==> config.mk <==
export PLATFORM = sky130hd
export DESIGN_NAME = bram_reinit_arb
export DESIGN_NICKNAME = d
export VERILOG_FILES = /design/src/rtl/bram_ctrl_pkg.sv /design/src/rtl/bram_reinit_cksum.sv /design/src/rtl/bram_reinit_arb.sv
export SDC_FILE = /design/constraint.sdc
export NUM_CORES = 1
export LEC_CHECK = 0
export CAP_MARGIN = 20
export CORE_MARGIN = 3
export CORE_UTILIZATION = 25
export DETAILED_ROUTE_END_ITERATION = 7
export GPL_TIMING_DRIVEN = 0
export SLEW_MARGIN = 40
export SYNTH_ARGS = -nofsm -noshare
export SYNTH_HDL_FRONTEND = slang
export SYNTH_HIERARCHICAL = 1
export SYNTH_SLANG_ARGS = --single-unit
==> constraint.sdc <==
create_clock -name clk -period 1.5 [get_ports clk]
set_input_delay 0.225 -clock clk [delete_from_list [all_inputs] [get_ports clk]]
set_output_delay 0.225 -clock clk [all_outputs]
set_load 0.03 [all_outputs]
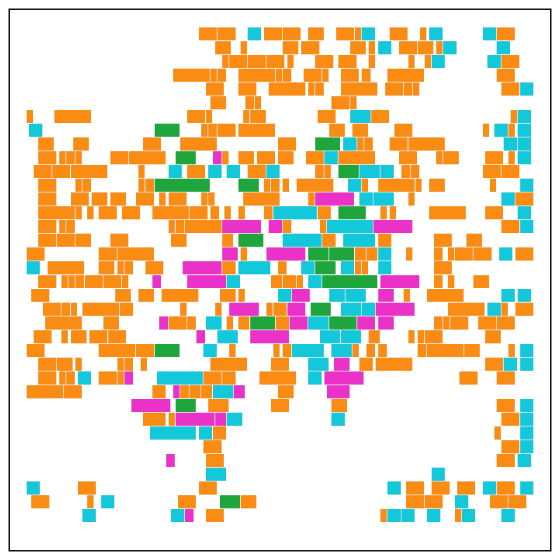
run_1/drive_strength.png
legend:
  orange:
    size: drive 1 or less
    cells: 323
    share: 69%
  cyan:
    size: drive 3 to 4
    cells: 94
    share: 20%
  magenta:
    size: drive 2
    cells: 33
    share: 7.1%
  green:
    size: drive 6 and up
    cells: 18
    share: 3.8%
Worst Setup Slack, final: -0.0956 ns
relative area change from synthesis to final layout: 74.9%

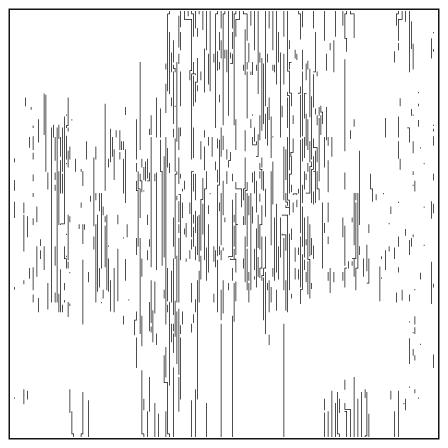
run_1/met2.png
longest straight run: 46.6 µm
main direction: vertical
share of all routed wire: 48%
met2 Use GR: 24.3%
total via count in the routed design: 2688

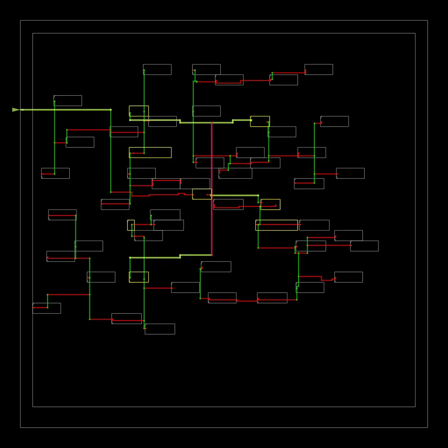
run_1/final_clocks.png
clock buffers created by TritonCTS: 5
Clock Latency Late Sink: 0.31 ns
clock network power consumption: 1.13 mW
clock buffer count: 5

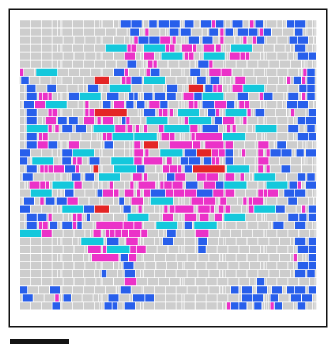
run_1/cell_classes.png
Bar = 20 µm. Fill, decap, tap and diode cells in grey.
legend:
  blue:
    class: other buffers and delay cells
    cells: 203
    share_of_their_area: 42%
  magenta:
    class: all other logic
    cells: 212
    share_of_their_area: 33%
  red:
    class: clock drivers and dummy loads
    cells: 8
    share_of_their_area: 3.1%
  cyan:
    class: flip-flops
    cells: 45
    share_of_their_area: 22%
post-layout instance area: 4440 µm²
number of placement rows: 36

==> deck_impl_summary.md, run 1 <==
Key Metrics from the Run

Drt
  • Antenna-violating nets left: 0
  • DRC violation count after routing: 0
  • First-pass iteration count of the detailed router: 7
  • Top layer in use: met4
  • Average via count per standard cell: about 4.5
  • Detailed-route wire length: between 8 and 9 mm
  • Met3 wire len: about 900 µm

Clock network
  • Cts repair resizes: 106
  • Clock sink count: approximately 45
  • Post-cts hold-fix buffer tally: 0
  • Clock slew at reported path FFs: 0.10 ns
  • Number of setup buffers added after CTS: 14

Setup path
  • Cell class contributing the biggest share of worst-path delay: simple AND/OR/NAND/NOR gates
  • CP startpoint kind: flip-flop
  • Class of the most critical setup path: reg -> reg
  • Master of the slowest instance on the critical path: sky130_fd_sc_hd__dfxtp_4
  • Slowest stage delay, CP: around 0.37 ns
  • Slack of the worst reg-to-reg path: -0.1 ns
  • CP required: 1.75 ns
  • Critical path buffers and inverters: 1
  • Arrival time of data at the critical path endpoint: between 1.5 and 2 ns

Synthesis
  • Post-synthesis cell count from yosys: 307
  • Cell with the most instances after synthesis: sky130_fd_sc_hd__nand2_1
  • Dominant kind of combinational cell: simple AND/OR/NAND/NOR gates
  • Fraction of registers with async set or reset after synthesis: 0%
  • Leading register cell type out of synthesis: sky130_fd_sc_hd__dfxtp_1
  • Mux frac, synth: 0%
  • Fraction of the mapped netlist area in adder cells: 1.97%
  • Number of different library cells in the post-synthesis netlist: 40
  • Ys Warns: 6
  • Average cell area after synthesis: 8.26 µm²
  • Compound-gate portion of the synthesized area: a little under a fifth
  • Post-synthesis xor/xnor area fraction: 0%
  • Number of synthesized flops with an enable pin: 0
  • Basic Gates by Area: roughly a quarter

Global routing
  • Met3 Usage GRT: 5.78%
  • Grt peak-use layer: met2
  • Total Routing Usage GR: 14.3%
  • Number of global-route vias before repair: around 2600
  • Maximum number of pins on one net before global-route repair: 15

Floorplanning
  • Area enclosed by the die boundary: 11400 µm²
  • Die extent in x: ~110 µm

Final timing
  • Transition at the pin with the smallest max-transition slack: 0.549 ns
  • Number of max-slew violations in the final report: 0
  • Final period demand of the worst path: 1.60 ns
  • Number of hold violations in the final report: 0
  • Setup repair after global routing missed its margin: yes
  • Worst Setup Slack, final: -0.0956 ns
  • Number of setup violations in the final report: 6

Run
  • Reported max-cap violation count: 0

Finish
  • Most frequently placed logic cells in the final layout: sky130_fd_sc_hd__clkdlybuf4s50_1, sky130_fd_sc_hd__buf_4, sky130_fd_sc_hd__nand2_1
  • Share of layout cells above drive strength 1: 31.0%
  • Max FFs per register: 18

Power
  • Power share of the clock group: 31.2%
  • Total combinational power: 1.16 mW
  • Worst IR drop on VDD: 0.348 mV
  • Sequential Power Share: roughly 37%
  • Power per cell area: 813 nW/µm²
  • Internal: 2.47 mW

Place
  • Setup slack at placement: -0.639 ns
  • Gpl congestion: 0.824
  • Cells after DPL: 574

Worst hold path
  • Min-Delay Path Class: in -> reg

Status
  • Status: finished, violations left
  • Violated checks: setup timing
## run 1: final cells by class
class | instances | area, µm²
Buffer | 65 | 495
Clock buffer | 5 | 68.8
Clock inverter | 3 | 65.1
Fill cell | 973 | 5380
Inverter | 3 | 11.3
Multi-Input combinational cell | 209 | 1410
Sequential cell | 45 | 920
Tap cell | 133 | 166
Timing Repair Buffer | 138 | 1300
## run 1: through the flow
step | utilization [%] | total power [mW] | hold WS (ns) | TNS [ns] | area, µm²
floorplan | - | 2.03 | 0.381 | -0.359 | 2640
global placement | 40.5 | 2.49 | 0.499 | -17.38 | 3980
detailed placement | 40.5 | 2.51 | 0.507 | -17.40 | 3980
CTS | 44.3 | 3.62 | 0.251 | -0.324 | 4350
global route | 45.2 | 3.78 | 0.262 | -0.792 | 4440
finish | 45.2 | 3.61 | 0.256 | -0.361 | 4440
## Run 2: what changed since run 1
==> constraint.sdc (replaced) <==
create_clock -name clk -period 1.9 [get_ports clk]
set_input_delay 0.285 -clock clk [delete_from_list [all_inputs] [get_ports clk]]
set_output_delay 0.285 -clock clk [all_outputs]
set_load 0.03 [all_outputs]
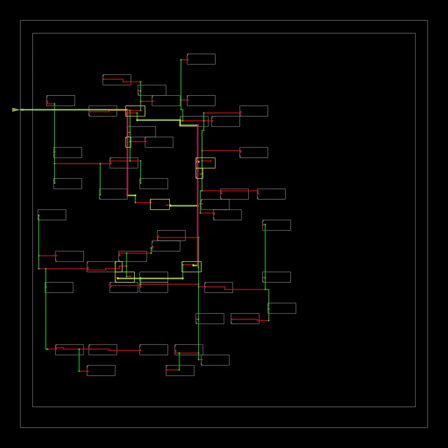
run_2/final_clocks.png
flip-flop and latch count: 45
maximum clock skew at final layout: 0.00820 ns
clock sink count: 45
clock network power consumption: 0.593 mW

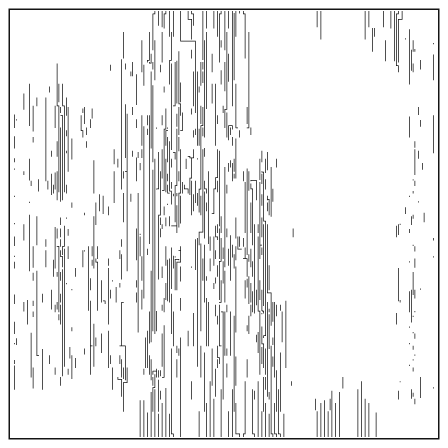
run_2/met2.png
wire length on this layer: 3910 µm
longest straight run: 43.5 µm
share of all routed wire: 49%
total via count in the routed design: 2596
met2 Use GR: 23.2%
detailed-route wire length: 7.98 mm

==> run 2 against run 1 <==
Routed wire length decreased by 7.3%. Clock power fell by 48%. Final cell count is 2.8% lower. The flow now finishes without violations. Utilization is 3.9 points lower. First-iteration DRC count up 21%. Sequential cell count is the same. Sequential power fell by 21%. Synthesized area did not move. Critical endpoint is now reinit_done. Critical path depth shrank 3. Critical path type is now reg -> out. Via count fell by 3.4%. Clock skew fell by 0.0022 ns. Die size unchanged.
==> deck_impl_summary.md, run 2 <==
Key Metrics from the Run

Status
  • Status: complete, no violations

Final timing
  • Number of setup violations in the final report: 0
  • Peak clock frequency supported by timing: 0.545 GHz
  • Number of hold violations in the final report: 0
  • Final Hold Slack: 0.315 ns
  • Setup repair after global routing missed its margin: no
  • Final period demand of the worst path: ~1.8 ns
  • Rel. slew slack: 58.9%
  • Total negative slack: 0 ns
  • Number of max-slew violations in the final report: 0
  • Transition at the pin with the smallest max-transition slack: slightly above 0.6 ns

Setup path
  • Slowest stage delay, CP: 0.67 ns
  • Arrival time of data at the critical path endpoint: 1.55 ns
  • Slack of the worst reg-to-reg path: 0.12 ns
  • CP startpoint kind: flip-flop
  • Master of the slowest instance on the critical path: sky130_fd_sc_hd__clkdlybuf4s50_1
  • Cell class contributing the biggest share of worst-path delay: buffers and inverters
  • CP required: 1.62 ns
  • Critical path buffers and inverters: 2
  • Class of the most critical setup path: reg -> out

Synthesis
  • Average cell area after synthesis: 8.26 µm²
  • Dominant kind of combinational cell: simple AND/OR/NAND/NOR gates
  • Post-synthesis xor/xnor area fraction: 0%
  • Basic Gates by Area: between 20% and 30%
  • Post-synthesis cell count from yosys: about 310
  • Cell with the most instances after synthesis: sky130_fd_sc_hd__nand2_1
  • Fraction of registers with async set or reset after synthesis: 0%
  • Leading register cell type out of synthesis: sky130_fd_sc_hd__dfxtp_1
  • Number of different library cells in the post-synthesis netlist: 40
  • Ys Warns: 6
  • Number of synthesized flops with an enable pin: 0
  • Fraction of the mapped netlist area in adder cells: 1.97%
  • Compound-gate portion of the synthesized area: 18.9%
  • Mux frac, synth: 0%

Finish
  • Inverters excl. clock: 3
  • Area taken by multi-input logic gates: 1250 µm²
  • Combinational share of cell area: a little over 30%
  • Relative area of non-clock buffer cells in the final design: between 40% and 50%
  • FF/Latch Area: 901 µm²
  • Cell class with the largest area share: buffers
  • Relative area change from synthesis to final layout: 59.8%
  • Most frequently placed logic cells in the final layout: sky130_fd_sc_hd__clkdlybuf4s50_1, sky130_fd_sc_hd__nand2_1, sky130_fd_sc_hd__buf_4
  • Clock buffer count: 6
  • Fraction of area in clock buffers and inverters: 2.04%
  • Non-clk bufs: roughly 190
  • Final standard cell utilization of the core: 41.3%
  • Share of layout cells above drive strength 1: 18.8%
  • Number of inserted filler cells in the final layout: 1018
  • Fraction of standard cell area that is sequential: between 20% and 30%
  • Max FFs per register: 18
  • Number of logic gates: between 200 and 250

Global routing
  • Number of global-route vias before repair: 2429
  • Met3 Usage GRT: approximately 3.7%
  • Grt peak-use layer: met2

Power
  • Sequential Power Share: approximately 40%
  • Total combinational power: 0.902 mW
  • Power share of the clock group: 23.4%
  • Internal: between 1.5 and 2 mW
  • Worst IR drop on VDD: 0.396 mV
  • Power per cell area: 626 nW/µm²
  • Final total power: 2.54 mW

Worst hold path
  • Min-Delay Path Class: in -> reg

Drt
  • First-pass iteration count of the detailed router: 4
  • Top layer in use: met4
  • Met3 wire len: approximately 670 µm
  • Antenna-violating nets left: 0
  • Average via count per standard cell: ~4.4
  • DRC violation count after routing: 0

Clock network
  • Clock buffers created by TritonCTS: 5
  • Clock slew at reported path FFs: around 0.09 ns
  • Clock Latency Late Sink: roughly 0.30 ns
  • TritonCTS clock tree: yes

Place
  • Quantity of I/O buffers inserted on ports: roughly 120
  • Gpl congestion: 0.842

Floorplanning
  • Number of placement rows: 36
  • Die extent in x: 107 µm
  • Well Taps: around 130
  • Area of the core region: approximately 9800 µm²

Run
  • Reported max-cap violation count: 0
-- run 2: netlist changes by cell type in the layout (fill, tap and decap cells not counted), sizes merged --
cell | before | now
clkdlybuf4s50 | 81 | 114
dlygate4sd2 | 32 | 3
buf | 80 | 58
bufinv | 2 | 0
clkbuf | 15 | 17
clkinv | 1 | 2
-- run 2: stage by stage --
step | worst slack (ns) | std cells | instance area, µm²
after global placement | -0.312 | 574 | 3940
final | 0.0666 | 584 | 4050
after floorplan | 0.0255 | 324 | 2600
after CTS | 0.0191 | 582 | 4030
after detailed placement | -0.286 | 574 | 3940
after global routing | 0.000844 | 584 | 4050
-- run 2: repair_timing --
item                                    4_1_cts  5_1_grt
setup buffers                                 0        2
endpoints found under the setup margin       34       38
hold buffers                                  0        0
pin swaps                                     1        0
gates resized                                 9       13
Power and IR drop assume default switching activity.
